===== config.mk =====
export PLATFORM = sky130hd
export DESIGN_NAME = wra_prefetch_dma
export DESIGN_NICKNAME = d
export VERILOG_FILES = /design/src/rtl/wra_prefetch_dma_pkg.sv /design/src/rtl/wra_prefetch_dma_dly_pipe.sv /design/src/rtl/wra_prefetch_dma.sv
export SDC_FILE = /design/constraint.sdc
export NUM_CORES = 1
export LEC_CHECK = 0
export CORE_MARGIN = 1.5
export CORE_UTILIZATION = 40
export DETAILED_ROUTE_END_ITERATION = 8
export HOLD_SLACK_MARGIN = 0.08
export PLACE_DENSITY_LB_ADDON = 0.15
export SLEW_MARGIN = 20
export SYNTH_ARGS = -nofsm -noshare
export SYNTH_HDL_FRONTEND = slang
export SYNTH_HIERARCHICAL = 1
export SYNTH_SLANG_ARGS = --single-unit

===== constraint.sdc =====
create_clock -name clk -period 5.1 [get_ports clk]
set_input_delay 1.02 -clock clk [delete_from_list [all_inputs] [get_ports clk]]
set_output_delay 1.02 -clock clk [all_outputs]
set_load 0.005 [all_outputs]

===== src/rtl/wra_prefetch_dma_pkg.sv =====
// Shared types for the WRA prefetch DMA: FSM state encoding
// and default address/size widths.
package wra_prefetch_dma_pkg;

  localparam int WRA_AW = 16;
  localparam int WRA_SW = 16;

  typedef enum logic [1:0] {
    ST_IDLE  = 2'd0,
    ST_FETCH = 2'd1,
    ST_DRAIN = 2'd2,
    ST_DONE  = 2'd3
  } dma_state_e;

endpackage


===== src/rtl/wra_prefetch_dma_dly_pipe.sv =====
// wra_dly_pipe: D-stage delay line of W-bit words, MSB is valid.
// Ports: clk, rst_n (async clear), flush (sync clear), in_d, out_q, vld (per-stage MSB).
module wra_dly_pipe #(
  parameter int W = 1,
  parameter int D = 1
) (
  input  logic         clk,
  input  logic         rst_n,
  input  logic         flush,
  input  logic [W-1:0] in_d,
  output logic [W-1:0] out_q,
  output logic [D-1:0] vld
);

  logic [D-1:0][W-1:0] stg_q;
  logic [D-1:0][W-1:0] stg_d;

  always_comb begin
    stg_d = '0;
    if (!flush) begin
      stg_d[0] = in_d;
      for (int i = 1; i < D; i++) begin
        stg_d[i] = stg_q[i-1];
      end
    end
  end

  always_ff @(posedge clk or negedge rst_n) begin
    if (!rst_n) begin
      stg_q <= '0;
    end else begin
      stg_q <= stg_d;
    end
  end

  assign out_q = stg_q[D-1];

  always_comb begin
    vld = '0;
    for (int i = 0; i < D; i++) begin
      vld[i] = stg_q[i][W-1];
    end
  end

endmodule


===== src/rtl/wra_prefetch_dma.sv =====
// Prefetch DMA: streams data FIFO words and filter RAM words into the WRA.
// Ports: cfg_* shadowed in IDLE, start/abort control, fifo_* data side,
// fram_* filter RAM reads, we_*/fwra_addr WRA writes, busy/done status.
// Optional busy_cycles perf counter when WRA_DMA_PERF_EN is defined.
module wra_prefetch_dma
  import wra_prefetch_dma_pkg::*;
#(
  parameter int AW       = WRA_AW,
  parameter int SW       = WRA_SW,
  parameter int FRAM_LAT = 1
) (
  input  logic          clk,
  input  logic          rst_n,
  input  logic          cfg_valid,
  input  logic [AW-1:0] cfg_faddr,
  input  logic [SW-1:0] cfg_fsize,
  input  logic [SW-1:0] cfg_dsize,
  input  logic          start,
  input  logic          abort,
  input  logic          fifo_empty,
  output logic          fifo_rd,
  output logic          we_data,
  output logic          fram_en,
  output logic [AW-1:0] fram_addr,
  output logic          we_filter,
  output logic [AW-1:0] fwra_addr,
  output logic          busy,
  output logic          done
`ifdef WRA_DMA_PERF_EN
  ,
  output logic [31:0]   busy_cycles
`endif
);

  dma_state_e state_q, state_d;
  logic [AW-1:0] faddr_q, faddr_d;
  logic [SW-1:0] fsize_q, fsize_d;
  logic [SW-1:0] dsize_q, dsize_d;
  logic [SW-1:0] fcnt_q, fcnt_d;
  logic [SW-1:0] dcnt_q, dcnt_d;

  logic                flush;
  logic                pend;
  logic [AW:0]         fp_in;
  logic [AW:0]         fp_out;
  logic [FRAM_LAT-1:0] fvld;
  logic [FRAM_LAT-1:0] fvld_sh;
  logic [0:0]          dvld;
  logic [0:0]          dvld_sh;

  always_comb begin
    state_d   = state_q;
    faddr_d   = faddr_q;
    fsize_d   = fsize_q;
    dsize_d   = dsize_q;
    fcnt_d    = fcnt_q;
    dcnt_d    = dcnt_q;
    fifo_rd   = 1'b0;
    fram_en   = 1'b0;
    fram_addr = '0;
    flush     = 1'b0;
    unique case (state_q)
      ST_IDLE: begin
        fcnt_d = '0;
        dcnt_d = '0;
        if (cfg_valid) begin
          faddr_d = cfg_faddr;
          fsize_d = cfg_fsize;
          dsize_d = cfg_dsize;
        end
        if (start && !abort) state_d = ST_FETCH;
      end
      ST_FETCH: begin
        fifo_rd = !fifo_empty && (dcnt_q < dsize_q);
        fram_en = fcnt_q < fsize_q;
        if (fram_en) fram_addr = faddr_q + AW'(fcnt_q);
        fcnt_d = fcnt_q + SW'(fram_en);
        dcnt_d = dcnt_q + SW'(fifo_rd);
        if (abort) begin
          // the read issued this cycle is dropped by the flush too
          flush   = 1'b1;
          fcnt_d  = '0;
          dcnt_d  = '0;
          state_d = ST_IDLE;
        end else if (fcnt_d == fsize_q && dcnt_d == dsize_q) begin
          state_d = ST_DRAIN;
        end
      end
      ST_DRAIN: begin
        if (abort) begin
          flush   = 1'b1;
          fcnt_d  = '0;
          dcnt_d  = '0;
          state_d = ST_IDLE;
        end else if (!pend) begin
          state_d = ST_DONE;
        end
      end
      ST_DONE: begin
        fcnt_d  = '0;
        dcnt_d  = '0;
        state_d = ST_IDLE;
      end
    endcase
  end

  always_ff @(posedge clk or negedge rst_n) begin
    if (!rst_n) begin
      state_q <= ST_IDLE;
      faddr_q <= '0;
      fsize_q <= '0;
      dsize_q <= '0;
      fcnt_q  <= '0;
      dcnt_q  <= '0;
    end else begin
      state_q <= state_d;
      faddr_q <= faddr_d;
      fsize_q <= fsize_d;
      dsize_q <= dsize_d;
      fcnt_q  <= fcnt_d;
      dcnt_q  <= dcnt_d;
    end
  end

  assign fp_in = fram_en ? {1'b1, AW'(fcnt_q)} : '0;

  wra_dly_pipe #(
    .W (AW + 1),
    .D (FRAM_LAT)
  ) u_fpipe (
    .clk   (clk),
    .rst_n (rst_n),
    .flush (flush),
    .in_d  (fp_in),
    .out_q (fp_out),
    .vld   (fvld)
  );

  wra_dly_pipe #(
    .W (1),
    .D (1)
  ) u_dpipe (
    .clk   (clk),
    .rst_n (rst_n),
    .flush (flush),
    .in_d  (fifo_rd),
    .out_q (we_data),
    .vld   (dvld)
  );

  // in flight = valid in any stage except the one on the output now
  assign fvld_sh = fvld << 1;
  assign dvld_sh = dvld << 1;
  assign pend    = (|fvld_sh) | (|dvld_sh);

  assign we_filter = fp_out[AW];
  assign fwra_addr = fp_out[AW-1:0];
  assign busy      = state_q != ST_IDLE;
  assign done      = state_q == ST_DONE;

`ifdef WRA_DMA_PERF_EN
  logic [31:0] bcyc_q, bcyc_d;

  always_comb begin
    bcyc_d = bcyc_q;
    if (state_q == ST_IDLE) begin
      if (start && !abort) bcyc_d = '0;
    end else if (bcyc_q != '1) begin
      bcyc_d = bcyc_q + 32'd1;
    end
  end

  always_ff @(posedge clk or negedge rst_n) begin
    if (!rst_n) begin
      bcyc_q <= '0;
    end else begin
      bcyc_q <= bcyc_d;
    end
  end

  assign busy_cycles = bcyc_q;
`endif

endmodule


==> run_1/layers.png <==
Scale: 3 px per um. Only two layers are drawn.
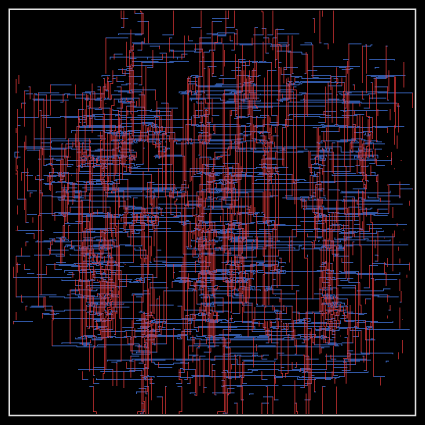
| layer | color | wire length |
|---|---|---|
| M2 | red | 9,150 um |
| M1 | blue | 8,050 um |
routed len/inst: 17.6 um
gr usage total: 0.210

==> run_1/placed.png <==
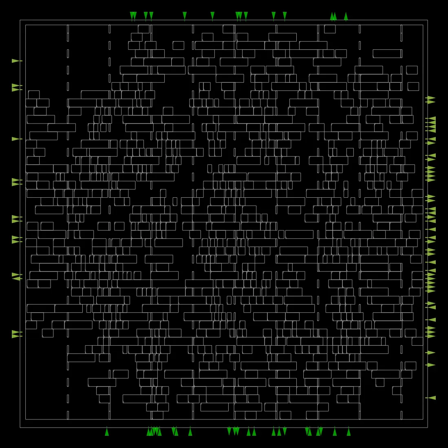
final std cells w/o fill: 1,039
fraction of standard cell area that is sequential: 0.297

==> run_1/ff_map.png <==
Scale: 4 px per um. Other sequential cells in the stronger gray, the rest of the logic in the fainter gray.
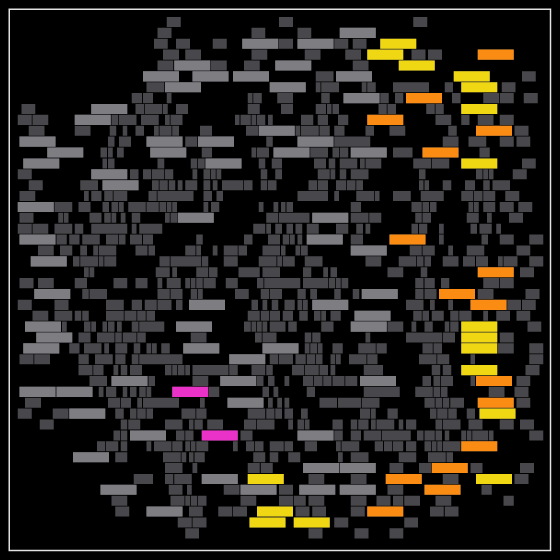
| netlist name | color | flops |
|---|---|---|
| state_q | magenta | 2 |
| u_fpipe/out_q | yellow | 17 |
| faddr_q | orange | 16 |
not colored: 65
sequential power: 1220 uW
Sequential Area: 2500 um^2
final core utilization: 0.490

==> run_1/class_map.png <==
Scale: 2 px per um.
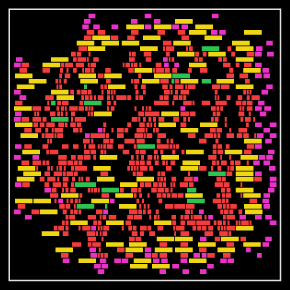
| class | color | cells | share of their area |
|---|---|---|---|
| clock drivers and dummy loads | green | 16 | 3.7% |
| remaining logic cells | red | 592 | 53% |
| sequential cells | yellow | 100 | 31% |
| remaining buffers and delay cells | magenta | 106 | 13% |

==> summary.txt, run 1 <==
Update from the flow run.

met3 track demand over resource after global routing is 0.0308. The endpoint of the lowest-slack register-to-register path is state_q[1]. The first-pass iteration count of the detailed router is 5. Looking at the hold checks, the worst path lands on faddr_q[12]. The power dissipated in combinational cells is between 1500 and 2000 uW. The worst register-to-register path begins at fcnt_q[1]. The final antenna-violating net count is 0. The leakage power is roughly 0.0038 uW.

After routing the design area is about 8400 um^2. The run finished with clean final reports. The buffer type at the clock tree root is sky130_fd_sc_hd__clkbuf_16. The floorplan step defined a die boundary enclosing ~18,000 um^2. The initial antenna violation count is 0. The count of buffers added on input and output ports is roughly 91.

The worst path needs between 4 and 5 ns of the cycle, external delays included. The total clock buffers created by CTS is 9. The number of cells on the worst reg-to-reg path is 15. Warnings reported by Yosys during synthesis add up to 6. The relative contribution of sequential cells to total power is 0.349. The net count of the finished layout is roughly 920. The top fanout value on the critical path is 17.

The clock H-tree reported by CTS has 3 levels. For the final routed database, the setup TNS stands at 0 ns. The I/O pin count is 92. The number of setup violations in the final report is 0. The maximum achievable frequency is around 210 MHz. Per STA, the endpoint of the critical path is fram_addr[13]. STA classifies the critical path endpoint as an output port. The final clock skew is 0.00749 ns.

The part of the power in the clock network is 0.202. The largest net degree at the start of global routing is 68. The cell count after synthesis is slightly above 700. Once iteration 0 of detailed routing completed, the report listed roughly 280 DRC markers.

The max-capacitance violation count is 0. Clock tree synthesis found a total of about 100 sinks. The detailed-placement wirelength estimate is about 14,000 um. Setup repair after global routing left no endpoint under its margin. The net switching power is 1280 uW. The data arrival time reported for the critical path is approximately 3.7 ns. The transition time at the pin with the least slew margin is 0.901 ns. The clock slew seen by the registers of the worst setup and hold paths is 0.07 ns. The worst relative slew slack is 0.399. The biggest power consumer among the groups is combinational cells. The global router reports that the layer with the highest usage is met2. No sink is reached through more buffers than the 2 on the longest clock path.

The maximum ir drop on the vdd rail is 0.202 mV. The number of hold violations in the final report is 0. The library cells used most frequently in the layout, excluding fill and tap cells, are sky130_fd_sc_hd__dfrtp_1, sky130_fd_sc_hd__clkdlybuf4s50_1, sky130_fd_sc_hd__o21ai_0. The die extent in y is ~130 um. The total via count in the routed design is approximately 5,700.

The switching portion of total power comes to 0.366. Signal nets in the final route climb as high as met4. The reg-to-reg setup timing slack is about 0.57 ns. The placed instance area is roughly 8100 um^2. The share of total power in combinational logic is 0.449. The number of setup buffers added after CTS is 0. The routed design uses ~9000 um of met2 wire. The cell depth of the worst hold path is 1. As reported, the later end of the worst-skew pair has a clock insertion delay of 0.36 ns. The number of nets handed over by synthesis was 835. The repair_antennas step left the layout with diodes totalling 0.

The first element of the critical path is fcnt_q[1]. The startpoint class of the critical path is a flop. In the final report, the number of pins over their slew limit comes to 0. For this run, global-route usage on met2 was measured as 0.375.

The routed wirelength on the met1 layer is recorded as around 8000 um. The setup path with the least slack is of type reg2out. The tally of OpenROAD warnings is 32. The total power of the final layout is ~3500 uW. The share of the clock period used by the worst path after layout is 0.930. The routability-driven placement congestion ratio is approximately 0.95. The internal power contribution is 2220 uW. On met1, the global router reports a usage of 0.262.

In this run the mean area of a mapped cell was approximately 9.6 um^2. The tightest min-delay check is of the reg2reg type. The power report lists the clock group at 710 uW.
## run 1: area by class of cell
| class | instances | area, um^2 | share of cell area |
|---|---|---|---|
| sequential | 100 | 2500 | 0.297 |
| tap | 225 | 282 | 0.0335 |
| inverter | 43 | 161 | 0.0192 |
| multi-input combinational | 549 | 4140 | 0.492 |
| timing repair buffer | 106 | 1020 | 0.121 |
| clock buffer | 12 | 256 | 0.0305 |
| clock inverter | 4 | 47.5 | 0.00565 |
## run 1: what timing repair did
item,CTS,global route
endpoints found under the setup margin,0,1
gates resized,0,1
hold endpoints to repair,0,0
## run 1: flip-flops by register name, indices dropped and copies added (netlist names)
register,cells
faddr_q,16
u_dpipe/out_q,1
fsize_q,16
state_q,2
dsize_q,16
u_fpipe/out_q,17
dcnt_q,16
fcnt_q,16
## run 1: critical path, cell delays in order, from the launching register on
cell and delay (ns):
sky130_fd_sc_hd__dfrtp_1 0.69, sky130_fd_sc_hd__ha_1 0.34, sky130_fd_sc_hd__a21o_1 0.16, sky130_fd_sc_hd__a211oi_1 0.23
sky130_fd_sc_hd__o21bai_1 0.10, sky130_fd_sc_hd__a21o_1 0.18, sky130_fd_sc_hd__a41oi_2 0.45, sky130_fd_sc_hd__nand2_1 0.10
sky130_fd_sc_hd__buf_4 0.21, sky130_fd_sc_hd__a2111oi_0 0.32, sky130_fd_sc_hd__clkdlybuf4s50_1 0.58
## run 1: stage by stage
step | setup slack (ns) | hold slack (ns) | cells | utilization
2_1_floorplan | 1.23 | 0.479 | 726 | -
3_3_place_gp | 0.672 | 0.496 | 1023 | 0.471
3_5_place_dp | 0.608 | 0.508 | 1023 | 0.471
4_1_cts | 0.210 | 0.524 | 1039 | 0.489
5_1_grt | 0.0830 | 0.535 | 1039 | 0.490
6_report | 0.356 | 0.519 | 1039 | 0.490
==> run 2, diff against run 1 <==
--- a/config.mk
+++ b/config.mk
@@ -8,6 +8,7 @@
 export CORE_MARGIN = 1.5
 export CORE_UTILIZATION = 40
 export DETAILED_ROUTE_END_ITERATION = 8
+export GPL_ROUTABILITY_DRIVEN = 0
 export HOLD_SLACK_MARGIN = 0.08
 export PLACE_DENSITY_LB_ADDON = 0.15
 export SLEW_MARGIN = 20
==> summary.txt, run 2 <==
Update from the flow run.

The final total negative setup slack is 0 ns (unchanged). In this design, the critical path's most frequently occurring cell is sky130_fd_sc_hd__o21ai_0. The detailed-placement wirelength estimate is 13,200 um (-2.2%). The reg-to-reg setup timing slack is 0.52 ns (-0.05 ns).

The final critical delay including setup and external delays is 4.84 ns (+0.0917 ns). The number of cells after detailed placement was 1,024 (+0.098%). The leakage power is 0.00383 uW (+0.16%). The share of the clock period used by the worst path after layout came to 0.948 (+0.0180).

The final layout net count is 919 (+0.11%). The post-cts gate resize count came to 0 (unchanged). The overall chip area was 18,200 um^2 (unchanged). The number of hold violations in the final report is 0 (unchanged). The type recorded for the worst min-delay path is reg2reg. Setup repair after global routing left no endpoint under its margin. The maximum ir drop on the vdd rail is 0.214 mV (+5.9%). The met1 wire length is 7630 um (-5.2%). The transition time at the pin with the least slew margin is 1.10 ns (+0.204 ns). The average size of a mapped cell is 9.59 um^2 (unchanged). The net count after synthesis was 835 (unchanged). The detailed route wirelength on metal2 is 8740 um (-4.5%). The total clock buffers created by CTS was 9 (unchanged). The run finished with clean final reports. The final max-slew violation count was 0 (unchanged).

The total power of the final layout is 3570 uW (+1.9%). The mean routed wirelength per cell came to 17.2 um (-2.2%). Per the detail_route log, the uppermost layer with routed signals is met4.

The diode insertion count for antenna repair is 0 (unchanged). The die extent in y is 135 um (unchanged). The clock sink count is 100 (unchanged). The initial antenna violation count is 0 (unchanged).

The number of setup buffers added after CTS was 0 (unchanged). In this design, the largest share of critical-path delay is due to AND-OR/OR-AND gates. The critical path's slowest stage uses the library cell sky130_fd_sc_hd__clkdlybuf4s50_1. The count of buffers from port buffering came to 91 (unchanged). The top fanout value on the critical path is 6 (-11). The final clock skew is 0.00716 ns (-0.000329 ns). The largest net degree at the start of global routing is 70 (+2.9%). The top cell types in the final layout, fill and taps aside, are sky130_fd_sc_hd__dfrtp_1, sky130_fd_sc_hd__clkdlybuf4s50_1, sky130_fd_sc_hd__o21ai_0. The cell count after synthesis is 726 (unchanged).

The worst setup path is launched from a flop.
==> run 2: power breakdown <==
part | switching (uW) | internal, uW | leakage [uW] | total [uW]
Combinational | 768 | 813 | 0.00239 | 1580
Sequential | 214 | 1010 | 0.00128 | 1220
Clock | 312 | 458 | 0.000158 | 769
==> run 2: per-stage QoR <==
step / utilization / setup slack [ns] / area, um^2 / hold WS, ns
after floorplan: - / 1.23 / 6960 / 0.479
after global placement: 0.472 / 0.691 / 8110 / 0.495
after detailed placement: 0.472 / 0.572 / 8110 / 0.504
after CTS: 0.491 / 0.236 / 8440 / 0.520
after global routing: 0.491 / 0.0162 / 8440 / 0.539
final: 0.491 / 0.264 / 8440 / 0.515
==> run 2: path summary, 6_finish.rpt <==
check                           start             to  cells after the start
min                        faddr_q[8]     faddr_q[8]                      1
max                         fcnt_q[0]  fram_addr[14]                     11
max in group asynchronous       rst_n    dsize_q[15]                      2
min reg2reg                faddr_q[8]     faddr_q[8]                      1
max reg2reg                 fcnt_q[1]     state_q[1]                     15
min in group asynchronous       rst_n     faddr_q[0]                      1
==> run 2: layout make-up <==
class / count / area (um^2) / area share
Clock inverter: 5 / 83.8 / 0.00993
Multi-Input combinational cell: 549 / 4130 / 0.489
Clock buffer: 11 / 253 / 0.0299
Tap cell: 225 / 282 / 0.0333
Timing Repair Buffer: 107 / 1030 / 0.122
Sequential cell: 100 / 2500 / 0.296
Inverter: 43 / 161 / 0.0191
==> run 2: routing by layer <==
| metal | global-route usage | vias to the layer above |
|---|---|---|
| met3 | 0.0428 | 39 |
| li1 | - | 2754 |
| met2 | 0.355 | 182 |
| met1 | 0.252 | 2749 |
| met4 | 0.0777 | 0 |
| met5 | 0 | - |
==> run_2/ff_map.png <==
Scale: 4 px per um. Other sequential cells in the stronger gray, the rest of the logic in the fainter gray.
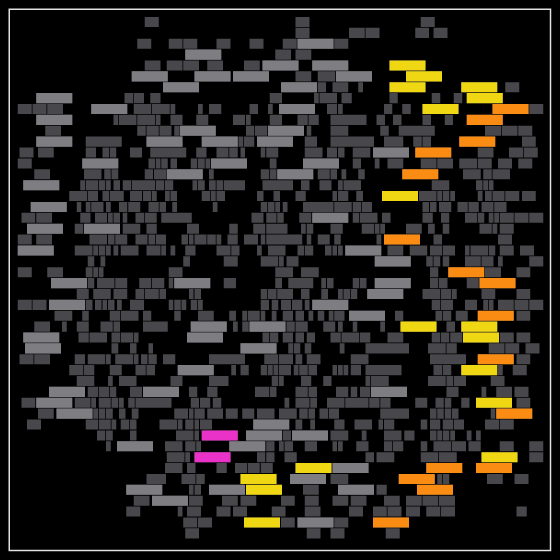
| netlist name | color | flops |
|---|---|---|
| faddr_q | orange | 16 |
| state_q | magenta | 2 |
| u_fpipe/out_q | yellow | 17 |
not colored: 65
final core utilization: 0.491
fraction of standard cell area that is sequential: 0.296

==> run_2/m3.png <==
Scale: 3 px per um.
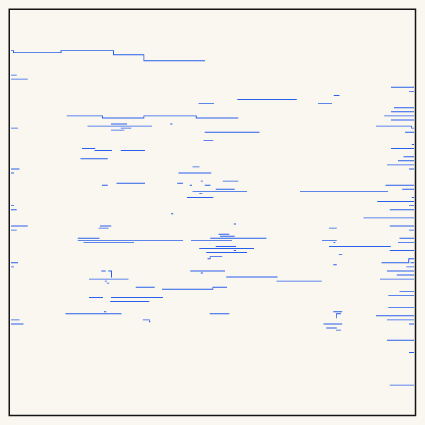
wire length on this layer: 968 um
longest straight run: 34.7 um
nets with wire on the layer: 98
main direction: horizontal
overall via count from detail_route: 5,724
met3 layer usage reported by global route: 0.0428
total length of routed wires: 17,900 um

No activity file was given, so power comes from the tool's default toggle rates.
